--- src/rtl/lsu_mem_port_pkg.sv ---
// Shared definitions for the load/store memory port: RAM access modes,
// the latched access descriptor and small lane-mapping helpers.
package lsu_mem_port_pkg;

    // RAM access size codes, shared with the instruction decoder
    localparam logic [1:0] RAM_MODE_NONE = 2'd0;
    localparam logic [1:0] RAM_MODE_BYTE = 2'd1;
    localparam logic [1:0] RAM_MODE_HALF = 2'd2;
    localparam logic [1:0] RAM_MODE_WORD = 2'd3;

    // Everything about an accepted request that later phases still need
    typedef struct packed {
        logic [1:0] off;
        logic [1:0] size;
        logic       sgn;
        logic       split;
    } acc_info_t;

    // Byte-lane mask across two consecutive words: bits [3:0] are the low
    // word, bits [7:4] the following word.
    function automatic logic [7:0] lane_mask8(input logic [1:0] off, input logic [1:0] size);
        logic [7:0] base;
        case (size)
            RAM_MODE_BYTE: base = 8'h01;
            RAM_MODE_HALF: base = 8'h03;
            RAM_MODE_WORD: base = 8'h0F;
            default:       base = 8'h00;
        endcase
        return base << off;
    endfunction

    // Rotate store data left by whole bytes so byte 0 lands on lane 'off'.
    // The lanes that spill past lane 3 wrap to the low lanes, which is
    // exactly what the second word of a split store needs.
    function automatic logic [31:0] rotl_bytes(input logic [31:0] data, input logic [1:0] off);
        case (off)
            2'd1:    return {data[23:0], data[31:24]};
            2'd2:    return {data[15:0], data[31:16]};
            2'd3:    return {data[7:0],  data[31:8]};
            default: return data;
        endcase
    endfunction

endpackage

--- src/rtl/lsu_mem_port_load_align_ext.sv ---
// Load data aligner: takes up to two RAM words as one 64-bit value, shifts
// the addressed bytes down to bit 0 and sign- or zero-extends the result.
module lsu_mem_port_load_align_ext
    import lsu_mem_port_pkg::*;
(
    input  logic [63:0] data_i,
    input  logic [1:0]  off_i,
    input  logic [1:0]  size_i,
    input  logic        signed_i,
    output logic [31:0] result_o
);

    logic [31:0] lowWord;

    assign lowWord = 32'(data_i >> {off_i, 3'b000});

    // Keep the low n bytes and extend according to the requested signedness
    always_comb begin
        result_o = 32'h0;
        case (size_i)
            RAM_MODE_BYTE: result_o = {{24{signed_i & lowWord[7]}}, lowWord[7:0]};
            RAM_MODE_HALF: result_o = {{16{signed_i & lowWord[15]}}, lowWord[15:0]};
            RAM_MODE_WORD: result_o = lowWord;
            default:       result_o = 32'h0;
        endcase
    end

endmodule

--- src/rtl/lsu_mem_port.sv ---
// Data-memory access unit between execute and a word-wide, byte-enabled
// synchronous RAM. Loads return aligned, extended data; accesses that cross
// a word boundary are split into two RAM accesses.
module lsu_mem_port
    import lsu_mem_port_pkg::*;
#(
    parameter int ADDR_W = 14
) (
    input  logic              clk,
    input  logic              rst,
    input  logic              req_valid,
    output logic              req_ready,
    input  logic [31:0]       addr,
    input  logic [31:0]       wdata,
    input  logic [1:0]        read_size,
    input  logic [1:0]        write_size,
    input  logic              read_signed,
    output logic [31:0]       rdata,
    output logic              rdata_valid,
    output logic [ADDR_W-1:0] ram_addr,
    output logic              ram_we,
    output logic [3:0]        ram_be,
    output logic [31:0]       ram_wdata,
    input  logic [31:0]       ram_rdata
);

    localparam logic [1:0] ST_IDLE    = 2'd0;
    localparam logic [1:0] ST_LD_DATA = 2'd1;
    localparam logic [1:0] ST_LD_HI   = 2'd2;
    localparam logic [1:0] ST_ST_HI   = 2'd3;

    logic [1:0]        state_q, state_d;
    logic [ADDR_W-1:0] wordAddr_q;
    acc_info_t         info_q;
    logic [3:0]        hiBe_q;
    logic [31:0]       wdataRot_q;
    logic [31:0]       loWord_q;
    logic [31:0]       rdata_q;
    logic              rdataValid_q;

    logic              isLoad;
    logic              isStore;
    logic [1:0]        reqSize;
    logic [7:0]        reqMask;
    logic              reqSplit;
    logic [ADDR_W-1:0] reqWord;
    logic [ADDR_W-1:0] nextWord;
    logic [31:0]       reqWdataRot;
    logic              accept;
    logic [63:0]       alignIn;
    logic [31:0]       alignResult;
    logic              unusedAddrBits;

    assign isLoad         = (read_size != RAM_MODE_NONE);
    assign isStore        = (write_size != RAM_MODE_NONE) && !isLoad;
    assign reqSize        = isLoad ? read_size : write_size;
    assign reqMask        = lane_mask8(addr[1:0], reqSize);
    assign reqSplit       = |reqMask[7:4];
    assign reqWord        = addr[ADDR_W+1:2];
    assign nextWord       = wordAddr_q + {{(ADDR_W-1){1'b0}}, 1'b1};
    assign reqWdataRot    = rotl_bytes(wdata, addr[1:0]);
    assign accept         = req_valid & req_ready;
    assign unusedAddrBits = ^addr[31:ADDR_W+2];

    assign alignIn = info_q.split ? {ram_rdata, loWord_q} : {32'h0, ram_rdata};

    lsu_mem_port_load_align_ext u_align (
        .data_i   (alignIn),
        .off_i    (info_q.off),
        .size_i   (info_q.size),
        .signed_i (info_q.sgn),
        .result_o (alignResult)
    );

    assign rdata       = rdata_q;
    assign rdata_valid = rdataValid_q;

    // Next state and RAM port drive; reset suppresses handshake and writes
    always_comb begin
        state_d   = state_q;
        req_ready = 1'b0;
        ram_addr  = wordAddr_q;
        ram_we    = 1'b0;
        ram_be    = 4'h0;
        ram_wdata = wdataRot_q;
        case (state_q)
            ST_IDLE: begin
                req_ready = 1'b1;
                ram_addr  = reqWord;
                ram_wdata = reqWdataRot;
                if (req_valid) begin
                    if (isStore) begin
                        ram_we  = 1'b1;
                        ram_be  = reqMask[3:0];
                        state_d = reqSplit ? ST_ST_HI : ST_IDLE;
                    end else if (isLoad) begin
                        ram_be  = reqMask[3:0];
                        state_d = reqSplit ? ST_LD_HI : ST_LD_DATA;
                    end
                end
            end
            ST_ST_HI: begin
                ram_addr = nextWord;
                ram_we   = 1'b1;
                ram_be   = hiBe_q;
                state_d  = ST_IDLE;
            end
            ST_LD_HI: begin
                ram_addr = nextWord;
                ram_be   = hiBe_q;
                state_d  = ST_LD_DATA;
            end
            ST_LD_DATA: begin
                state_d = ST_IDLE;
            end
            default: state_d = ST_IDLE;
        endcase
        if (rst) begin
            req_ready = 1'b0;
            ram_we    = 1'b0;
            ram_be    = 4'h0;
            state_d   = ST_IDLE;
        end
    end

    // Latch the request, collect the low word of a split load, register results
    always_ff @(posedge clk) begin
        if (rst) begin
            state_q      <= ST_IDLE;
            wordAddr_q   <= '0;
            info_q       <= '0;
            hiBe_q       <= 4'h0;
            wdataRot_q   <= 32'h0;
            loWord_q     <= 32'h0;
            rdata_q      <= 32'h0;
            rdataValid_q <= 1'b0;
        end else begin
            state_q      <= state_d;
            rdataValid_q <= 1'b0;
            if (accept) begin
                wordAddr_q <= reqWord;
                info_q     <= '{off: addr[1:0], size: reqSize, sgn: read_signed, split: reqSplit};
                hiBe_q     <= reqMask[7:4];
                wdataRot_q <= reqWdataRot;
            end
            if (state_q == ST_LD_HI) begin
                loWord_q <= ram_rdata;
            end
            if (state_q == ST_LD_DATA) begin
                rdata_q      <= alignResult;
                rdataValid_q <= 1'b1;
            end
        end
    end

endmodule

--- config.mk ---
export PLATFORM = sky130hd
export DESIGN_NAME = lsu_mem_port
export DESIGN_NICKNAME = d
export VERILOG_FILES = /design/src/rtl/lsu_mem_port_pkg.sv /design/src/rtl/lsu_mem_port_load_align_ext.sv /design/src/rtl/lsu_mem_port.sv
export SDC_FILE = /design/constraint.sdc
export NUM_CORES = 1
export LEC_CHECK = 0
export ABC_CLOCK_PERIOD_IN_PS = 2200
export CORE_ASPECT_RATIO = 1.25
export CORE_UTILIZATION = 30
export CTS_BUF_LIST = sky130_fd_sc_hd__clkbuf_16
export DETAILED_ROUTE_END_ITERATION = 6
export HOLD_SLACK_MARGIN = 0.08
export PLACE_DENSITY = 0.64
export SLEW_MARGIN = 20
export SYNTH_ARGS = -nofsm -noshare
export SYNTH_HDL_FRONTEND = slang
export SYNTH_SLANG_ARGS = --single-unit
--- constraint.sdc ---
create_clock -name clk -period 2.2 [get_ports clk]
set_input_delay 0.44 -clock clk [delete_from_list [all_inputs] [get_ports clk]]
set_output_delay 0.44 -clock clk [all_outputs]
set_load 0.005 [all_outputs]
**Sizing map**

Bar = 50 um.
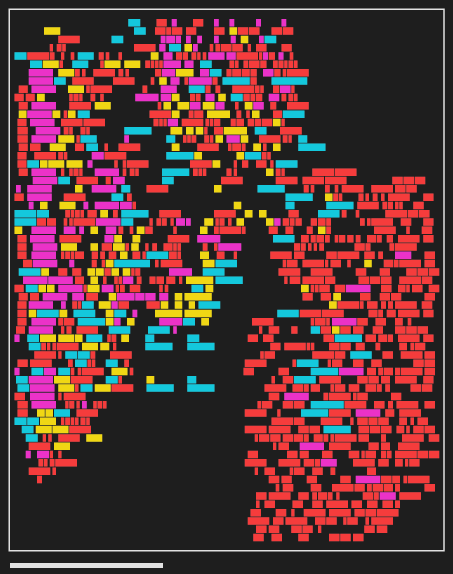
| colour | size | cells | share |
|---|---|---|---|
| red | drive 1 or less | 723 | 68% |
| yellow | drive 3 to 4 | 121 | 11% |
| magenta | drive 2 | 118 | 11% |
| cyan | drive 6 and up | 97 | 9.2% |

**Layout detail**

Bar = 10 um. Region (51, 33) to (91, 73) um. Cells in grey, sequential cells in the stronger grey; small squares are vias.
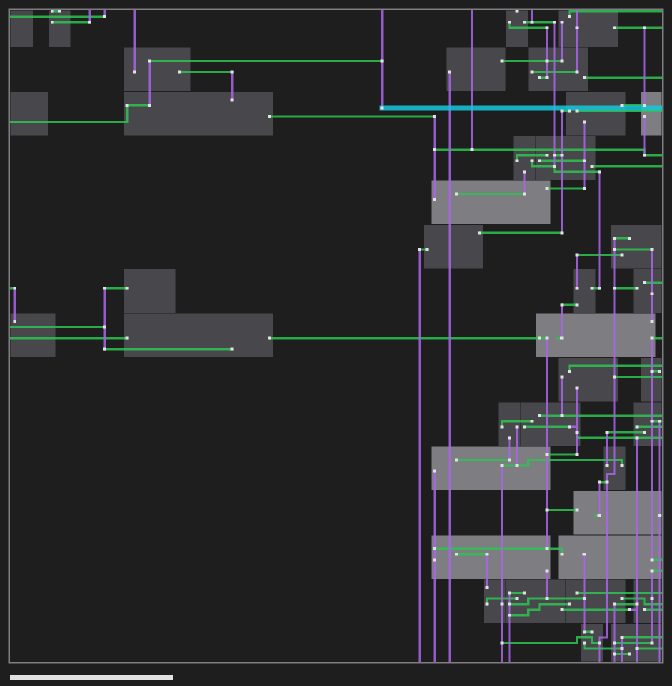
| colour | layer |
|---|---|
| cyan | met3 |
| green | met1 |
| purple | met2 |
cells with their middle in the window: 30
netlist names of flops here include: loWord_q (6)
most frequent: mux2i_1 (10), nor2_1 (7), dfxtp_1 (6)
sequential cells in the window: 6

**Signal wires on met2**

Bar = 50 um. Cells faint in the background.
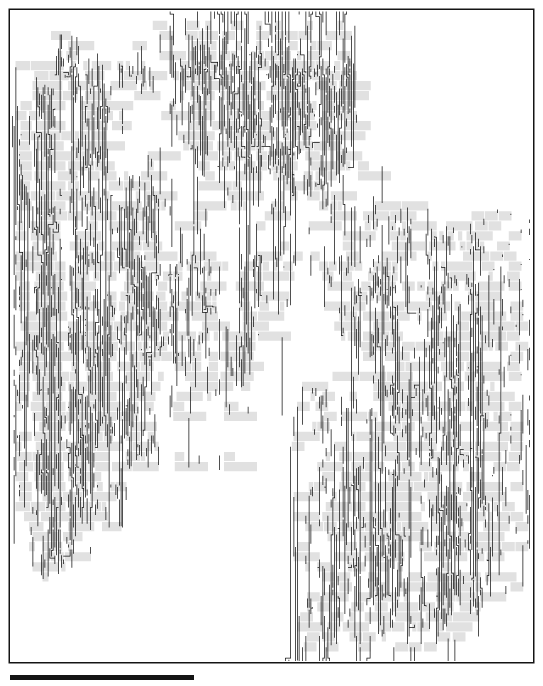
wire length on this layer: 12300 um
share of all routed wire: 51%
longest straight run: 89.9 um
nets with wire on the layer: 953
main direction: vertical

==> run summary <==
run metrics: worst r2r dst=rdata[27], Fin Clk Skew=0.0121 ns, post-synthesis cell count=811, flop-to-flop setup slack=0.10 ns, Final #Nets=1156, Post-synth area hogs=dfxtp_1, mux2i_1, mux4_2, Max VDD drop=502 uV, postcts setup bufs=23, Post-Syn Area=7340 sq um, fin worst setup slack=-0.166 ns, flip-flops with a built-in enable=0, Logic pwr share=34.5%, total sequential power=0.00248 W, clock share of power=34.6%, Reg power frac=31.0%, simple share=16.7%, vias in the first global route=6989, Hold Crit Start=rst, R2R Path Start=state_q[0], Top Usage Layer GRT=met2, cycle use final=108%, largest net degree at the start of global routing=40, multi-input gates=608, die height=177 um, metal2 WL=12.3 mm, Top Layout Cells=nand2_1, dfxtp_1, mux2i_1, clkdlybuf4s50_1, buf_4, kind of critical path=flip-flop to output pin, buffering overhead=25.6%, sw frac=31.5%, Seq cells=122, Commonest flop=dfxtp_1, met1 WL=9.64 mm, Slew Limit Fails=0, top routing layer in use=met4, Complex Gates by Area=13.1%, Slowest cell on crit path=dfxtp_2, first-pass GRT wire length=36.8 mm, Critical Path Source=state_q[1], Hold Crit Depth=3, TNS Setup=-2.87 ns, Top pwr grp=combinational cells, GPL Wtd Cong=0.896, cell area after layout=11200 sq um, dpl cells=1320, post-route insts no fill=1385, startpoint types=flip-flop, Psw=0.00252 W, syn_nets=921, Critical Path, Cell by Cell=buf_6 > ha_4 > or2_4 > a21o_1 > a221o_1 > buf_2, violated checks=setup timing, routed via count=7194, Pwr Total=0.00800 W, clk pwr=0.00276 W, status=finished, violations left, drt pass-1 iters=5, CP Capture Point=ram_addr[10], Final setup viols=39, logic gate fraction of the total cell area=43.6%, via-per-instance ratio=5.19, area delta synth->final=53.2%, clk buf depth=2, core region area=23900 sq um, Tapcells=325, total grt overflow=0, TritonCTS buffer count=17, Worst Hold Endpoint=info_q[1], bufs w/o clock=289, CP Capture Type=output pin
**Congestion heat map**

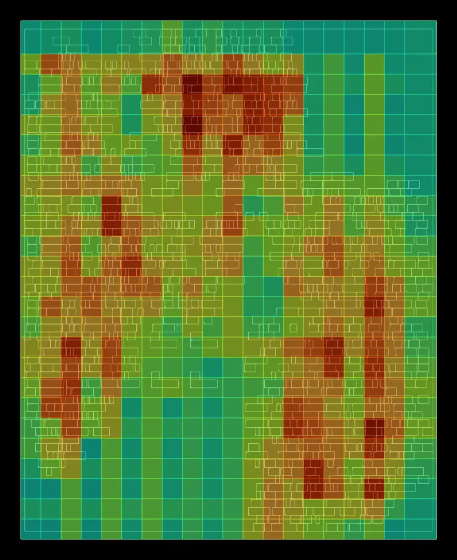
grt met3 use: 4.65%
Finished Core Util: 47.1%
wire length per cell: 17.3 um
gr usage total: 18.9%
met2 Use GR: 33.3%

**M1 wires**

Bar = 50 um. Supply wires on this layer in grey. Cells faint in the background.
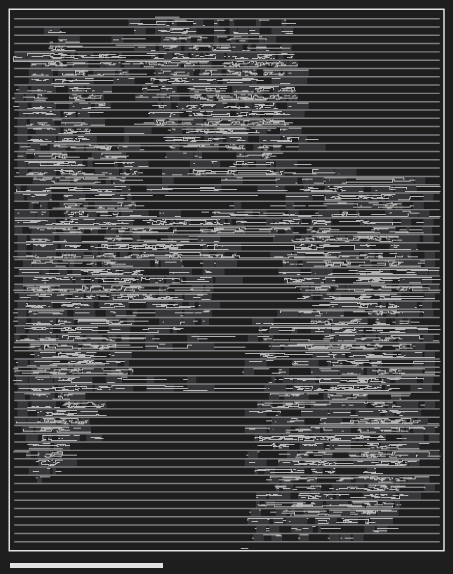
wire length on this layer: 9640 um
nets with wire on the layer: 1037
main direction: horizontal
longest straight run: 41.9 um
met1 Resource Use GR: 21.2%
Detailed Route WL: 23.9 mm

Power figures rest on the tool's default switching activity, not on a simulated workload.
